<file path="src/rtl/uart_ctrl_if.sv">
// AXI4-Lite bus with 32-bit address and data, as seen by the UART register block.
interface axi_lite_if;
    logic [31:0] awaddr;
    logic        awvalid;
    logic        awready;
    logic [31:0] wdata;
    logic        wvalid;
    logic        wready;
    logic [1:0]  bresp;
    logic        bvalid;
    logic        bready;
    logic [31:0] araddr;
    logic        arvalid;
    logic        arready;
    logic [31:0] rdata;
    logic [1:0]  rresp;
    logic        rvalid;
    logic        rready;

    modport slave (
        input  awaddr, awvalid, wdata, wvalid, bready, araddr, arvalid, rready,
        output awready, wready, bresp, bvalid, arready, rdata, rresp, rvalid
    );
    modport master (
        output awaddr, awvalid, wdata, wvalid, bready, araddr, arvalid, rready,
        input  awready, wready, bresp, bvalid, arready, rdata, rresp, rvalid
    );
endinterface

</file>
<file path="src/rtl/uart_ctrl.sv">
// AXI-Lite register block, TX FIFO and 8N1 serializer for a transmit-only UART.
// state   | meaning
// W_IDLE / W_GOT_AW / W_GOT_W / W_RESP | waiting, AW held, W held, B pending
// R_IDLE / R_RESP                      | waiting for AR, R pending
// S_IDLE / S_START / S_DATA / S_STOP   | line idle, start bit, data bits, stop bit
module uart_ctrl #(
    parameter logic [31:0]      BASE_ADDR  = 32'ha00003f8,
    parameter int               FIFO_DEPTH = 16,
    parameter int               DIV_W      = 16,
    parameter logic [DIV_W-1:0] DIV_RST    = 16'd868
) (
    input  logic       clk,
    input  logic       reset,
    axi_lite_if.slave  s,
    output logic       tx,
    output logic       irq
);
    localparam int          AW          = $clog2(FIFO_DEPTH);
    localparam logic [AW:0] FULL_CNT    = (AW+1)'(FIFO_DEPTH);
    localparam logic [1:0]  RESP_OKAY   = 2'b00;
    localparam logic [1:0]  RESP_SLVERR = 2'b10;
    localparam logic [1:0]  REG_TXDATA  = 2'd0;
    localparam logic [1:0]  REG_STATUS  = 2'd1;
    localparam logic [1:0]  REG_DIV     = 2'd2;
    localparam logic [1:0]  REG_CTRL    = 2'd3;

    typedef enum logic [1:0] {W_IDLE, W_GOT_AW, W_GOT_W, W_RESP} w_state_t;
    typedef enum logic       {R_IDLE, R_RESP} r_state_t;
    typedef enum logic [1:0] {S_IDLE, S_START, S_DATA, S_STOP} s_state_t;

    w_state_t w_state, w_next;
    r_state_t r_state, r_next;
    s_state_t s_state, s_next;

    logic [31:0]      aw_addr_q, w_data_q, wr_addr, wr_data, rd_val, rdata_q;
    logic [1:0]       bresp_q, rresp_q, wr_sel;
    logic             wr_commit, wr_err, rd_err, push, pop, fifo_clr;
    logic [DIV_W-1:0] div, div_eff, div_lat, bit_cnt;
    logic             ctrl_tx_en, ctrl_ie, can_start, bit_tc;
    logic [7:0]       mem [FIFO_DEPTH];
    logic [AW-1:0]    wr_ptr, rd_ptr;
    logic [AW:0]      count;
    logic             fifo_full, fifo_empty, busy;
    logic [7:0]       shreg;
    logic [2:0]       bit_idx;
    logic             unused_bits;

    // The window is the 16-byte aligned block that holds BASE_ADDR; addr[3:2] picks the register.
    function automatic logic in_window(input logic [31:0] a);
        return a[31:4] == BASE_ADDR[31:4];
    endfunction

    assign s.awready = (w_state == W_IDLE) || (w_state == W_GOT_W);
    assign s.wready  = (w_state == W_IDLE) || (w_state == W_GOT_AW);
    assign s.bvalid  = (w_state == W_RESP);
    assign s.bresp   = bresp_q;
    assign s.arready = (r_state == R_IDLE);
    assign s.rvalid  = (r_state == R_RESP);
    assign s.rdata   = rdata_q;
    assign s.rresp   = rresp_q;

    assign wr_addr     = (w_state == W_GOT_AW) ? aw_addr_q : s.awaddr;
    assign wr_data     = (w_state == W_GOT_W)  ? w_data_q  : s.wdata;
    assign wr_sel      = wr_addr[3:2];
    assign unused_bits = ^{wr_data, wr_addr[1:0], s.araddr[1:0]};

    assign fifo_full  = (count == FULL_CNT);
    assign fifo_empty = (count == '0);
    assign busy       = (s_state != S_IDLE);
    assign irq        = ctrl_ie && fifo_empty;

    always_comb begin
        w_next    = w_state;
        wr_commit = 1'b0;
        case (w_state)
            W_IDLE: begin
                if (s.awvalid && s.wvalid) begin
                    wr_commit = 1'b1;
                    w_next    = W_RESP;
                end else if (s.awvalid) begin
                    w_next = W_GOT_AW;
                end else if (s.wvalid) begin
                    w_next = W_GOT_W;
                end
            end
            W_GOT_AW: if (s.wvalid) begin
                wr_commit = 1'b1;
                w_next    = W_RESP;
            end
            W_GOT_W: if (s.awvalid) begin
                wr_commit = 1'b1;
                w_next    = W_RESP;
            end
            default: if (s.bready) w_next = W_IDLE;
        endcase
    end

    // Full is judged on the pre-pop count, so a push racing a pop while full is still refused.
    assign wr_err   = !in_window(wr_addr) || (wr_sel == REG_STATUS) ||
                      ((wr_sel == REG_TXDATA) && fifo_full);
    assign push     = wr_commit && !wr_err && (wr_sel == REG_TXDATA);
    assign fifo_clr = wr_commit && !wr_err && (wr_sel == REG_CTRL) && wr_data[2];

    always_ff @(posedge clk or negedge reset) begin
        if (!reset) begin
            w_state    <= W_IDLE;
            aw_addr_q  <= '0;
            w_data_q   <= '0;
            bresp_q    <= RESP_OKAY;
            div        <= DIV_RST;
            ctrl_tx_en <= 1'b0;
            ctrl_ie    <= 1'b0;
        end else begin
            w_state <= w_next;
            if (s.awvalid && s.awready) aw_addr_q <= s.awaddr;
            if (s.wvalid && s.wready)   w_data_q  <= s.wdata;
            if (wr_commit) begin
                bresp_q <= wr_err ? RESP_SLVERR : RESP_OKAY;
                if (!wr_err && (wr_sel == REG_DIV)) div <= wr_data[DIV_W-1:0];
                if (!wr_err && (wr_sel == REG_CTRL)) begin
                    ctrl_tx_en <= wr_data[0];
                    ctrl_ie    <= wr_data[1];
                end
            end
        end
    end

    always_comb begin
        rd_err = !in_window(s.araddr);
        rd_val = '0;
        if (!rd_err) begin
            case (s.araddr[3:2])
                REG_STATUS: rd_val = {16'h0, 8'(count), 5'h0, busy, fifo_empty, fifo_full};
                REG_DIV:    rd_val[DIV_W-1:0] = div;
                REG_CTRL:   rd_val = {30'h0, ctrl_ie, ctrl_tx_en};
                default:    rd_val = '0;
            endcase
        end
    end

    always_comb begin
        r_next = r_state;
        case (r_state)
            R_IDLE:  if (s.arvalid) r_next = R_RESP;
            default: if (s.rready)  r_next = R_IDLE;
        endcase
    end

    always_ff @(posedge clk or negedge reset) begin
        if (!reset) begin
            r_state <= R_IDLE;
            rdata_q <= '0;
            rresp_q <= RESP_OKAY;
        end else begin
            r_state <= r_next;
            if (s.arvalid && s.arready) begin
                rdata_q <= rd_val;
                rresp_q <= rd_err ? RESP_SLVERR : RESP_OKAY;
            end
        end
    end

    always_ff @(posedge clk) begin
        if (push) mem[wr_ptr] <= wr_data[7:0];
    end

    always_ff @(posedge clk or negedge reset) begin
        if (!reset) begin
            wr_ptr <= '0;
            rd_ptr <= '0;
            count  <= '0;
        end else if (fifo_clr) begin
            wr_ptr <= '0;
            rd_ptr <= '0;
            count  <= '0;
        end else begin
            if (push) wr_ptr <= wr_ptr + 1'b1;
            if (pop)  rd_ptr <= rd_ptr + 1'b1;
            if (push && !pop)      count <= count + 1'b1;
            else if (pop && !push) count <= count - 1'b1;
        end
    end

    assign div_eff   = (div == '0) ? DIV_W'(1) : div;
    assign bit_tc    = (bit_cnt == '0);
    assign can_start = ctrl_tx_en && !fifo_empty && !fifo_clr;

    always_comb begin
        s_next = s_state;
        pop    = 1'b0;
        case (s_state)
            S_IDLE: if (can_start) begin
                pop    = 1'b1;
                s_next = S_START;
            end
            S_START: if (bit_tc) s_next = S_DATA;
            S_DATA:  if (bit_tc && (bit_idx == 3'd7)) s_next = S_STOP;
            default: if (bit_tc) begin
                if (can_start) begin
                    pop    = 1'b1;
                    s_next = S_START;
                end else begin
                    s_next = S_IDLE;
                end
            end
        endcase
    end

    always_ff @(posedge clk or negedge reset) begin
        if (!reset) begin
            s_state <= S_IDLE;
            shreg   <= '0;
            bit_idx <= '0;
            bit_cnt <= '0;
            div_lat <= DIV_W'(1);
        end else begin
            s_state <= s_next;
            if (pop) begin
                shreg   <= mem[rd_ptr];
                div_lat <= div_eff;
                bit_cnt <= div_eff - 1'b1;
            end else if (s_state != S_IDLE) begin
                if (bit_tc) begin
                    bit_cnt <= div_lat - 1'b1;
                    if (s_state == S_START) bit_idx <= '0;
                    if (s_state == S_DATA) begin
                        shreg   <= {1'b0, shreg[7:1]};
                        bit_idx <= bit_idx + 3'd1;
                    end
                end else begin
                    bit_cnt <= bit_cnt - 1'b1;
                end
            end
        end
    end

    always_comb begin
        case (s_state)
            S_START: tx = 1'b0;
            S_DATA:  tx = shreg[0];
            default: tx = 1'b1;
        endcase
    end
endmodule

</file>
<file path="src/flat_wrapper.sv">
// flat-port wrapper written by rule: the top's interface ports become plain ports
module uart_ctrl_flat 
#(
    parameter logic [31:0]      BASE_ADDR  = 32'ha00003f8,
    parameter int               FIFO_DEPTH = 16,
    parameter int               DIV_W      = 16,
    parameter logic [DIV_W-1:0] DIV_RST    = 16'd868
)
  (clk, reset, tx, irq, s_awaddr, s_awvalid, s_wdata, s_wvalid, s_bready, s_araddr, s_arvalid, s_rready, s_awready, s_wready, s_bresp, s_bvalid, s_arready, s_rdata, s_rresp, s_rvalid);
  axi_lite_if s_i ();
  input  logic clk;
  input  logic reset;
  output logic tx;
  output logic irq;
  input wire logic [$bits(s_i.awaddr)-1:0] s_awaddr;
  input wire logic [$bits(s_i.awvalid)-1:0] s_awvalid;
  input wire logic [$bits(s_i.wdata)-1:0] s_wdata;
  input wire logic [$bits(s_i.wvalid)-1:0] s_wvalid;
  input wire logic [$bits(s_i.bready)-1:0] s_bready;
  input wire logic [$bits(s_i.araddr)-1:0] s_araddr;
  input wire logic [$bits(s_i.arvalid)-1:0] s_arvalid;
  input wire logic [$bits(s_i.rready)-1:0] s_rready;
  output wire logic [$bits(s_i.awready)-1:0] s_awready;
  output wire logic [$bits(s_i.wready)-1:0] s_wready;
  output wire logic [$bits(s_i.bresp)-1:0] s_bresp;
  output wire logic [$bits(s_i.bvalid)-1:0] s_bvalid;
  output wire logic [$bits(s_i.arready)-1:0] s_arready;
  output wire logic [$bits(s_i.rdata)-1:0] s_rdata;
  output wire logic [$bits(s_i.rresp)-1:0] s_rresp;
  output wire logic [$bits(s_i.rvalid)-1:0] s_rvalid;
  assign s_i.awaddr = s_awaddr;
  assign s_i.awvalid = s_awvalid;
  assign s_i.wdata = s_wdata;
  assign s_i.wvalid = s_wvalid;
  assign s_i.bready = s_bready;
  assign s_i.araddr = s_araddr;
  assign s_i.arvalid = s_arvalid;
  assign s_i.rready = s_rready;
  assign s_awready = s_i.awready;
  assign s_wready = s_i.wready;
  assign s_bresp = s_i.bresp;
  assign s_bvalid = s_i.bvalid;
  assign s_arready = s_i.arready;
  assign s_rdata = s_i.rdata;
  assign s_rresp = s_i.rresp;
  assign s_rvalid = s_i.rvalid;
  uart_ctrl #(.BASE_ADDR(BASE_ADDR), .FIFO_DEPTH(FIFO_DEPTH), .DIV_W(DIV_W), .DIV_RST(DIV_RST)) u_core (.clk(clk), .reset(reset), .s(s_i), .tx(tx), .irq(irq));
endmodule
</file>
<file path="config.mk">
export PLATFORM = sky130hd
export DESIGN_NAME = uart_ctrl_flat
export DESIGN_NICKNAME = d
export VERILOG_FILES = /design/src/rtl/uart_ctrl_if.sv /design/src/rtl/uart_ctrl.sv /design/src/flat_wrapper.sv
export SDC_FILE = /design/constraint.sdc
export NUM_CORES = 1
export LEC_CHECK = 0
export ABC_CLOCK_PERIOD_IN_PS = 4570
export CORE_AREA = 3 3 166 168
export CTS_BUF_LIST = sky130_fd_sc_hd__clkbuf_4 sky130_fd_sc_hd__clkbuf_8
export DETAILED_ROUTE_END_ITERATION = 10
export DIE_AREA = 0 0 169 171
export PLACE_DENSITY = 0.72
export SLEW_MARGIN = 20
export SYNTH_ARGS = -nofsm -noshare
export SYNTH_HDL_FRONTEND = slang
export SYNTH_SLANG_ARGS = --single-unit
</file>
<file path="constraint.sdc">
create_clock -name clk -period 4.57 [get_ports clk]
set_input_delay 0.457 -clock clk [delete_from_list [all_inputs] [get_ports clk]]
set_output_delay 0.457 -clock clk [all_outputs]
set_load 0.05 [all_outputs]
</file>
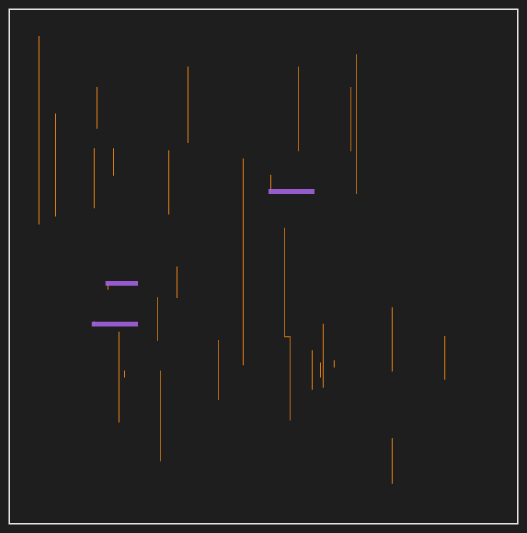
Fig. 1. Signal wires by layer (run 1).
(3 px per um) Two of the layers only.
| colour | layer | wire length |
|---|---|---|
| purple | met5 | 36.8 um |
| orange | met4 | 620 um |

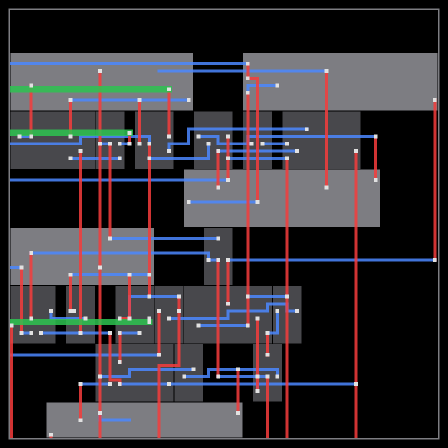
Fig. 2. Zoomed window (run 1).
Window x 117 to 137, y 118 to 138 um. Cells in grey, sequential cells in the stronger grey; small squares are vias.
| colour | layer |
|---|---|
| green | met3 |
| blue | met1 |
| red | met2 |
cells with their middle in the window: 21
most frequent: nand2_1 (5), dfrtp_1 (5)
sequential cells in the window: 5
netlist names of flops here include: `u_core.shreg` (5)

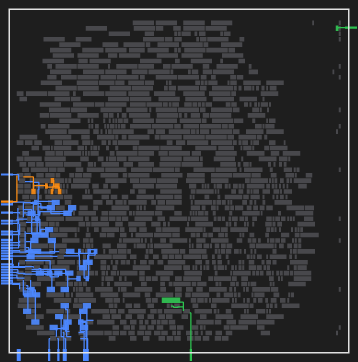
Fig. 3. I/O nets highlighted (run 1).
(2 px per um)
| colour | port | bits | direction | edge | end cells | wire |
|---|---|---|---|---|---|---|
| green | `s_rresp` | 2 | output | 1 right, 1 bottom | 2 | 38.1 um |
| blue | `s_awaddr` | 32 | input | 23 left, 9 bottom | 45 | 846 um |
| orange | `s_awvalid` | 1 | input | left | 6 | 51.0 um |

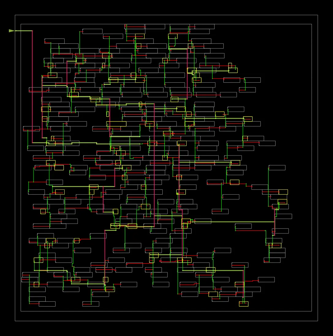
Fig. 4. Clock routing (run 1).
Clk Latency, worst-skew pair: 0.57 ns
number of sequential cells: 271
worst clock skew: 0.0380 ns
CLK BUF: 71
clock network power: 2.18 mW

==> notes.md, run 1 <==
Notes on the flow outputs.

- The final antenna diode tally reported by the flow is 0.
- In the layout the commonest cells are 136 x dfrtp_1, 128 x edfxtp_1, 106 x clkdlybuf4s50_1.
- The worst setup path is of the reg -> reg kind.
- STA classifies the critical path endpoint as a flip-flop.
- The global routing report lists met1 layer usage as 0.272.
- Per the CTS log, the root buffer master is clkbuf_8.
- The CTS tree is yes.
- The number of nets still failing antenna checks after routing is 0.
- Global route summary, busiest routing layer listed as met2.
- The final number of hold-violating endpoints reads 0.
- The number of detailed-route iterations in the first pass reads 5.
- The count of filler cells inserted in the layout reads 2122.
- The number of slew-limit violations in the final report reads 0.
- The cell total in the yosys stat output is 999.
- The total placed instance area reads 0.0140 mm^2.
- The TritonCTS sink count reads 271.
- Adding up every negative setup slack in the final design gives 0 ns.
- The detailed placer reported the number of placed instances as 1428.
- The final cell area excluding filler cells reads 0.0150 mm^2.
- The number of antenna violations at the first check in global routing is 3.
- The number of cells on the worst reg-to-reg path reads 17.
- The total overflow reported by the global router reads 0.
- The number of global-route vias before repair reads 8541.
- The maximum number of buffers from clock root to sink reads 3.
- The core utilization of the finished layout is 0.575.
- The maximum operating frequency is 236 MHz.
- The count of library flops with an enable pin is 128.
- On met2, the global router reports a usage of 0.324.
- Measured against its own limit, the worst slew margin works out to 0.317.
- Of the synthesized area, sequential elements account for 0.591.
- The synthesized netlist contains 70 unique library cells.
- According to the I/O placement log, the pin count is 146.
- The chip area is 0.0289 mm^2.
- Data arrives at the worst endpoint at 4.66 ns.
- The global routing report lists combined usage of all routing layers as 0.200.
- Yosys reports a chip area of 0.0126 mm^2.
- The startpoint type of the worst setup path reads a flip-flop.
- The floorplan step defined a core boundary enclosing 0.0261 mm^2.
- The script extracted a total leakage power of 5.97 nW.
- The power density over the cells is 421 mW/mm^2.
- The run finished with clean final reports.
- The worst endpoint required time is 5.00 ns.
- In the synthesized netlist, the number of instances is 999.
- The most frequent standard cell in the layout excluding fill and tap cells reads dfrtp_1.
- Entering global routing, the biggest net connects 82 pins.
- In this run the maximum-capacitance check reported violations numbering 0.
- The number of synthesized register bits reads 271.
- The slew at the pin closest to its max-slew limit reads 1.02 ns.
- The post-route non-filler standard cell count is 1511.
- The script parses the final routing iteration and logs DRC violations as 0.
==> run 1: where the power goes <==
part,internal [mW],switching (mW)
Combinational,0.476,0.624
Sequential,2.92,0.111
Clock,1.23,0.948
Total,4.63,1.68
==> run 1: critical path, stage by stage, from the launching register on <==
cell	delay [ns]
dfrtp_1	0.40
inv_1	0.12
ha_1	0.34
mux2_2	0.57
and2_1	0.23
o211a_1	0.17
nor2_2	0.15
inv_2	0.10
or3_1	0.42
nand2_1	0.09
ha_1	0.15
nor3b_1	0.17
o31ai_1	0.24
nor3_1	0.25
o21ai_0	0.17
a221oi_2	0.30
xnor2_1	0.17
a21oi_2	0.07
==> run 1: final timing paths <==
kind	start	end	slack, ns
worst min register to register	u_core.div_lat[15]	u_core.div_lat[15]	0.49
worst max-delay path	u_core.w_state[0]	u_core.bit_cnt[14]	0.34
worst max register to register	u_core.w_state[0]	u_core.bit_cnt[14]	0.34
min in group asynchronous	reset	u_core.w_data_q[1]	0.49
max in group asynchronous	reset	u_core.s.rdata[0]	3.10
worst min-delay path	s_rready	u_core.s.rvalid	0.44
==> run 1: per-layer routing <==
metal  up-vias  part of all wire
li1       3972                 -
met1      4217              0.43
met2       299              0.48
met3        68             0.073
met4         6             0.021
met5         -            0.0012
==> run 1: Yosys cell counts, types with 6 or more instances <==
master    number  area [um^2]
a22o_1        24          210
edfxtp_1     128         3840
a22oi_1       10         75.1
mux2i_1       34          340
nand2b_1       7         43.8
xor2_1         8         70.1
ha_1          20          250
a221oi_1       7         61.3
a211oi_1       8         60.1
or4_1          6         45.0
mux2_2        75          845
clkbuf_1      29          109
dfstp_2        6          158
nor4_1        14         87.6
nor3_1        23          115
xnor2_1       12          105
mux4_2        22          495
or3_1          8         50.1
inv_1         24         90.1
a21o_1         7         52.6
nor2_1        72          270
a21oi_1       41          205
nand3_1       17         85.1
buf_4         19          143
dfrtp_1      137         3430
nand2_1       97          364
nand4_1        7         43.8
o21ai_0       48          240
buf_1          8         30.0
==> run 1: kinds of logic after synthesis <==
family,after synthesis,synth area share
AND/OR/NAND/NOR,282,0.108
flip-flops,271,0.591
AND-OR/OR-AND,185,0.0979
multiplexers,131,0.134
buffers and inverters,88,0.0331
adder cells (fa/ha/maj),21,0.0215
XOR/XNOR,20,0.0139
other,1,0.000299
==> run 1: area by class of cell <==
class | count | area [um^2] | area share
clock inverter | 11 | 87.6 | 0.00584
sequential | 271 | 7430 | 0.496
clock buffer | 71 | 840 | 0.0560
tap | 335 | 419 | 0.0280
multi-input combinational | 657 | 4790 | 0.320
timing repair buffer | 140 | 1320 | 0.0883
inverter | 26 | 97.6 | 0.00651
==> run 1: timing repair <==
item | in CTS | in global routing
hold buffers | 1 | 0
endpoints found under the setup margin | 0 | 2
hold endpoints to repair | 59 | 0
gates resized | 0 | 1
==> run 1: sequential cells by signal, summed over array words and instances, names as in the netlist, 4 cells and up <==
signal	count
u_core.aw_addr_q	30
u_core.bit_cnt	16
u_core.count	5
u_core.div	16
u_core.div_lat	16
u_core.mem	128
u_core.rd_ptr	4
u_core.s.rdata	16
u_core.shreg	8
u_core.w_data_q	16
u_core.wr_ptr	4
==> run 2, diff against run 1 <==
Settings changed: ABC_CLOCK_PERIOD_IN_PS 4570 to default, CAP_MARGIN from default to 20.
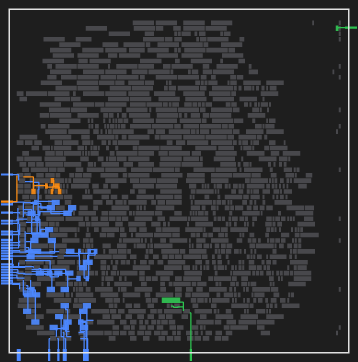
Fig. 5. I/O nets highlighted (run 2).
(2 px per um)
| colour | port | bits | direction | edge | end cells | wire |
|---|---|---|---|---|---|---|
| green | `s_rresp` | 2 | output | 1 right, 1 bottom | 2 | 38.1 um |
| orange | `s_awvalid` | 1 | input | left | 6 | 51.0 um |
| blue | `s_awaddr` | 32 | input | 23 left, 9 bottom | 45 | 846 um |

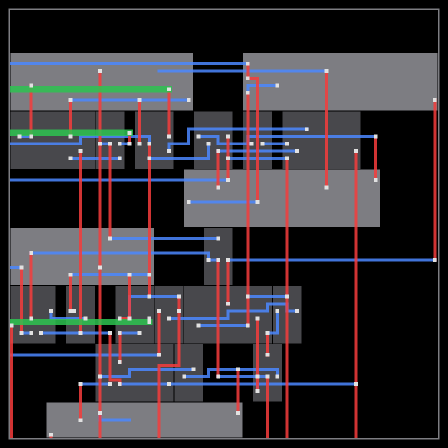
Fig. 6. Zoomed window (run 2).
Window x 117 to 137, y 118 to 138 um. Cells in grey, sequential cells in the stronger grey; small squares are vias.
| colour | layer |
|---|---|
| red | met2 |
| blue | met1 |
| green | met3 |
cells with their middle in the window: 21
most frequent: nand2_1 (5), dfrtp_1 (5)
netlist names of flops here include: `u_core.shreg` (5)
sequential cells in the window: 5

==> notes.md, run 2 <==
Notes on the flow outputs.

- The area fraction in and, or, nand and nor cells after synthesis reads 0.108 (unchanged).
- The power density over the cells reads 421 mW/mm^2 (unchanged).
- The endpoint of the lowest-slack register-to-register path reads u_core.bit_cnt[14].
- For reference, the top cells by count after synthesis are 137 x dfrtp_1, 128 x edfxtp_1, 97 x nand2_1.
- The largest net degree at the start of global routing is 82 (unchanged).
- The largest registers in the layout are u_core.mem: 128 flops, u_core.aw_addr_q: 30 flops.
- The slowest stage cell on the critical path is mux2_2.
- The cell count after synthesis reads 999 (unchanged).
- By area the synthesized netlist is led by edfxtp_1 31%, dfrtp_1 27%, mux2_2 6.7%.
- The delay of the slowest critical-path stage reads 0.57 ns (about the same).
- The total overflow reported by the global router is 0 (unchanged).
- The run finished with clean final reports.
- The synthesized-area fraction occupied by adder cells reads 0.0215 (unchanged).
- The post-route met1 wirelength reads 12500 um (unchanged).
- In this run the worst setup path begins at u_core.w_state[0].
- The kind of capture point of the worst setup path reads a flip-flop.
- The count of filler cells inserted in the layout was 2122 (unchanged).
- The worst clock skew on the final layout reads 0.0380 ns (unchanged).
- The most repeated cell in the gate-level netlist after synthesis reads dfrtp_1.
- The number of max-cap violations reads 0 (unchanged).
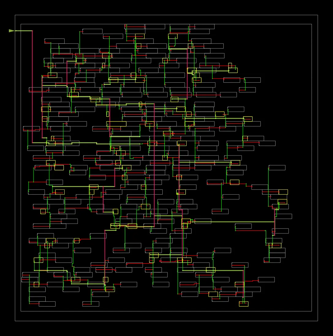
Fig. 7. Clock routing (run 2).
cts bufs inserted: 44
Sink Count: 271

[run 2: cell counts after synthesis]
No cell type changed its count.
[run 2: cell type report]
type / count / area [um^2] / share of cell area
Inverter: 26 / 97.6 / 0.00651
Sequential cell: 271 / 7430 / 0.496
Timing Repair Buffer: 140 / 1320 / 0.0883
Clock inverter: 11 / 87.6 / 0.00584
Multi-Input combinational cell: 657 / 4790 / 0.320
Tap cell: 335 / 419 / 0.0280
Clock buffer: 71 / 840 / 0.0560
[run 2: how the worst max path moves through the flow]
stage,to,cells past startpoint
2_1_floorplan,u_core.count[4],20
3_3_place_gp,u_core.bit_cnt[14],18
3_5_place_dp,u_core.bit_cnt[14],18
4_1_cts,u_core.bit_cnt[14],19
5_1_grt,u_core.bit_cnt[14],19
6_report,u_core.bit_cnt[14],17
[run 2: routing by layer]
layer,vias to the layer above,global-route usage
met5,-,0
met4,6,0.0565
met3,68,0.0474
met2,299,0.324
met1,4217,0.272
li1,3972,-
[run 2: report_power, final]
part	total (mW)	internal, mW	leakage, nW	switching (mW)
Clock	2.18	1.23	0.496	0.948
Sequential	3.03	2.92	2.86	0.111
Combinational	1.10	0.476	2.61	0.624
[run 2: cells by family after synthesis]
family / after synthesis
simple gates: 282
flops: 271
compound gates: 185
mux: 131
buf+inv: 88
fa+ha+maj: 21
xor+xnor: 20
other cells: 1
[run 2: per-stage QoR]
| stage | worst slack (ns) | total power [mW] | instances | cell area, um^2 |
|---|---|---|---|---|
| finish | 0.339 | 6.31 | 1511 | 15000 |
| global route | 0.0767 | 6.58 | 1511 | 15000 |
| CTS | 0.328 | 6.36 | 1511 | 15000 |
| detailed placement | 0.320 | 4.18 | 1428 | 14000 |
| global placement | 0.425 | 4.14 | 1428 | 14000 |
| floorplan | 0.318 | 3.81 | 1016 | 12600 |
[run 2: what timing repair did]
item,4_1_cts,5_1_grt
gates resized,0,1
hold endpoints to repair,59,0
hold buffers,1,0
endpoints found under the setup margin,0,2
Power and IR drop assume default switching activity.
